Design dmem_lsu_ctrl, sky130hd; sources not shown.
I/O pins on the die edge:
Drawn at 3 px/um. Pins as bars across the die edge, other pins in grey.
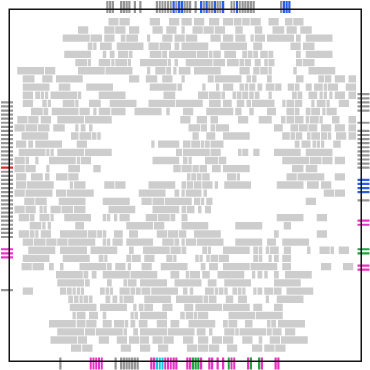
red -> ram_we_a  # pins 1, direction output, edge west
cyan -> req_funct3  # pins 3, direction input, edge south
green -> ram_rdata_b  # pins 8, direction input, edge 6 south, 2 east
blue -> req_addr  # pins 15, direction input, edge 11 north, 4 east
magenta -> rsp_rdata  # pins 32, direction output, edge 25 south, 4 east, 3 west
die extent in y: 116.8 um
Die Span X: 116.8 um
number of buffer cells added on primary ports: 152

Clock routing:
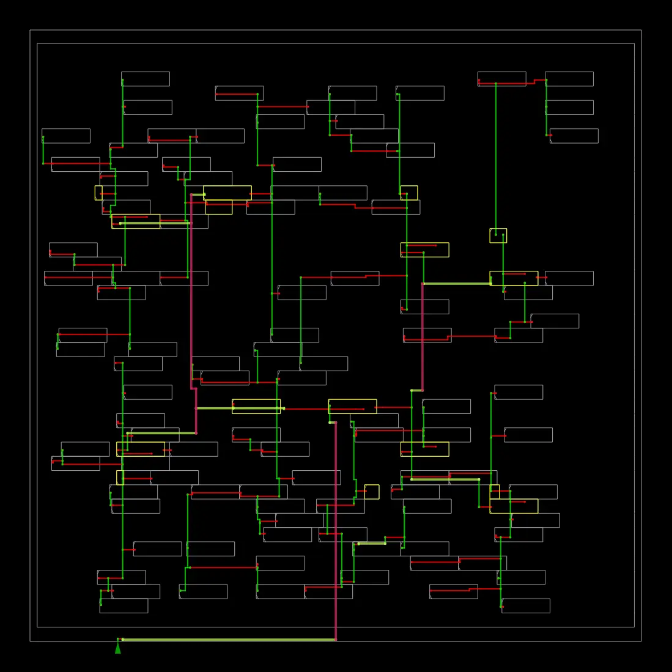
number of clock buffers in the layout: 12
insertion delay at the late pin of the worst-skew pair: 340 ps

Logic cells by family:
Drawn at 3 px/um.
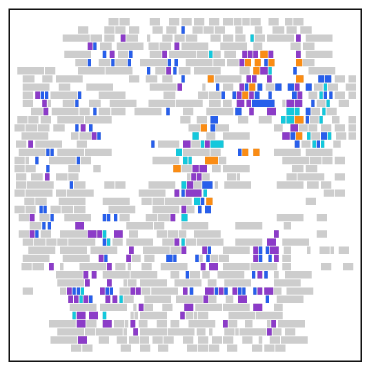
cyan -> nor cells  # cells 34
orange -> and/or cells  # cells 18
purple -> aoi and oai cells  # cells 107
blue -> nand cells  # cells 97, where widely spread
number of cells in the finished layout apart from fillers: 830
most numerous logic cell after layout: sky130_fd_sc_hd__clkdlybuf4s50_1

Wiring by layer:
Drawn at 2 px/um. Two of the layers only.
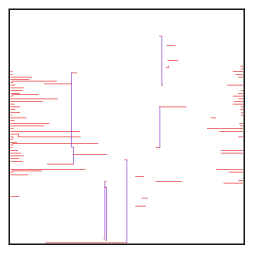
purple -> M4  # wire length 188 um
red -> M3  # wire length 659 um
final routed wire length divided by cell count: 16.14 um
total via count in the routed design: 4382

==> design notes <==
The run finished with clean final reports. The share of the synthesized area in the top cell type was 48.88%. Leaving out fill and tap cells, the most frequent cells in the layout are 138 x sky130_fd_sc_hd__clkdlybuf4s50_1, 103 x sky130_fd_sc_hd__dfrtp_1, 78 x sky130_fd_sc_hd__nand2_1.

The stat command in Yosys gives a chip area of 0.005273 mm^2. Looking at area per cell type in the netlist, the leader is sky130_fd_sc_hd__dfrtp_1. With the H-tree depth reported by CTS at 3, the maximum fanout along the worst path is 16. Walking the worst path, the cells encountered are and4bb_1 -> ha_1 -> inv_1 -> or3_1 -> a21oi_1 -> clkdlybuf4s50_1.

The cell depth of the worst hold path works out to 1. The run gives 0 as the warning count from the yosys run. Leaving out buffers and inverters, the combinational logic in the layout accounts for 0.002367 mm^2.

Max-cap violations in this run came to 0. The highest achievable clock rate was 225.7 MHz; the slew at the pin closest to its max-slew limit was 1016 ps. The antenna diode instance count came out at 0. Fill cells in the final layout number 1146. The count of cells along the worst register-to-register path came out at 4.

The hold buffer count at CTS was 0; the clock skew after layout was 7.766 ps. The cell class contributing the biggest share of worst-path delay is buffers and inverters. After global routing the overflow that remains totals 0. Once synthesis finished, the tally of register bits stood at 103.

The first TritonRoute pass finished after 4 iterations. Setup repair after global routing left no endpoint under its margin. In this run, CTS created clock tree buffers numbering 9. Note, the detailed placer reported a final HPWL of 9.630 mm. The total die size is 0.01364 mm^2, and the register clock-pin slew on the reported worst setup and hold paths is 70 ps. The number of setup violations in the final report is 0. The post-route antenna net violation count is 0. In the routed design, unresolved DRC markers number 0.

The global-route wire length before repair is 21.47 mm. The tools report the gate count after technology mapping as 525. Per the post-run analysis, buffers plus inverters along the critical path come to 2.

Among all flip-flop cells after synthesis, the most frequent one is sky130_fd_sc_hd__dfrtp_1. The post-place setup slack is 1655 ps. TritonCTS built the clock tree. 153 I/O pins were placed. The net count of the finished layout is 725. The slowest stage of the critical path is the sky130_fd_sc_hd__clkdlybuf4s50_1 cell.

According to the hold report, the worst path is of the reg2reg type. Final period demand of the worst path: 4430 ps. Global routing used 20.49% of the available tracks across all layers. Critical path depth in cells: 6.

The relative area change from synthesis to final layout is 34.08%. With the required time at the worst-slack endpoint at 5130 ps, the fraction of registers with async set or reset after synthesis is 100.0%. After synthesis, the design contains 525 cells according to Yosys. For the synthesized netlist net count, the log shows 597. The mapped netlist covers 0.005273 mm^2. The number of global-route vias before repair is 4312, and the critical path arrival is 3860 ps. The longest clock path from root to sink contains 2 buffers.

The ratio of cells with drive above 1 in the final layout was 13.83%. The count of final max-slew check failures is 0. The run gives 26 for the count of tool warnings.

Category of the worst setup path capture point: an output port. The tree is rooted in a sky130_fd_sc_hd__clkbuf_16. The run gives 41.44% for the floorplan core density. For the count of clock tree sinks, the log shows 103. The worst setup path is launched from a flip-flop.

For the area of the core, the log shows 0.01272 mm^2. The tools report the DRC marker count from the first detailed-route iteration as 272. Ranked by total cell area, the synthesized netlist is headed by sky130_fd_sc_hd__dfrtp_1 49%, sky130_fd_sc_hd__mux2_2 9.8%, sky130_fd_sc_hd__nand2_1 5.6%. Per the slew report, the remaining headroom to the max-slew limit stands at 32.07%. Once the clock tree was built, the resizer swapped 0 gates to a different size. The tools report the number of antenna violations at the first check in global routing as 0. In the synthesized netlist, the cells that appear most often are 103 x sky130_fd_sc_hd__dfrtp_1, 78 x sky130_fd_sc_hd__nand2_1, 46 x sky130_fd_sc_hd__mux2_2. The placer congestion estimate came out at 0.8249.
-- layer usage --
layer	part of all wire, %	track usage, %
met2	50	34.64
met5	0	0
met1	43	25.76
met3	4.9	5.407
met4	1.4	6.329
-- cell families after synthesis --
family / Yosys count / share of synthesized area [%]
AND/OR/NAND/NOR: 149 / 13.38
AND-OR/OR-AND: 136 / 16.66
flip-flops: 103 / 48.88
buffers and inverters: 64 / 6.241
multiplexers: 57 / 12.03
XOR/XNOR: 14 / 2.326
adder cells (fa/ha/maj): 2 / 0.4745
-- cell type report --
class / instances / share of cell area, %
Clock buffer: 12 / 3.487
Clock inverter: 4 / 0.4248
Inverter: 23 / 1.257
Multi-Input combinational cell: 358 / 33.49
Sequential cell: 103 / 36.46
Tap cell: 172 / 3.044
Timing Repair Buffer: 158 / 21.84
-- per-stage QoR --
step / instance area [um^2] / instances / util (%) / hold WS, ps
2_1_floorplan: 5273 / 525 / - / 445.4
3_3_place_gp: 6773 / 813 / 53.24 / 459.6
3_5_place_dp: 6793 / 814 / 53.39 / 469.6
4_1_cts: 7069 / 830 / 55.57 / 486.7
5_1_grt: 7069 / 830 / 55.57 / 500.8
6_report: 7069 / 830 / 55.57 / 482.9
-- worst reg2reg max path, cell delays in order, from the launching register on --
cell and delay [ps]:
sky130_fd_sc_hd__dfrtp_1 570, sky130_fd_sc_hd__nor3_1 320, sky130_fd_sc_hd__and2_2 610, sky130_fd_sc_hd__buf_12 280, sky130_fd_sc_hd__mux2_2 360
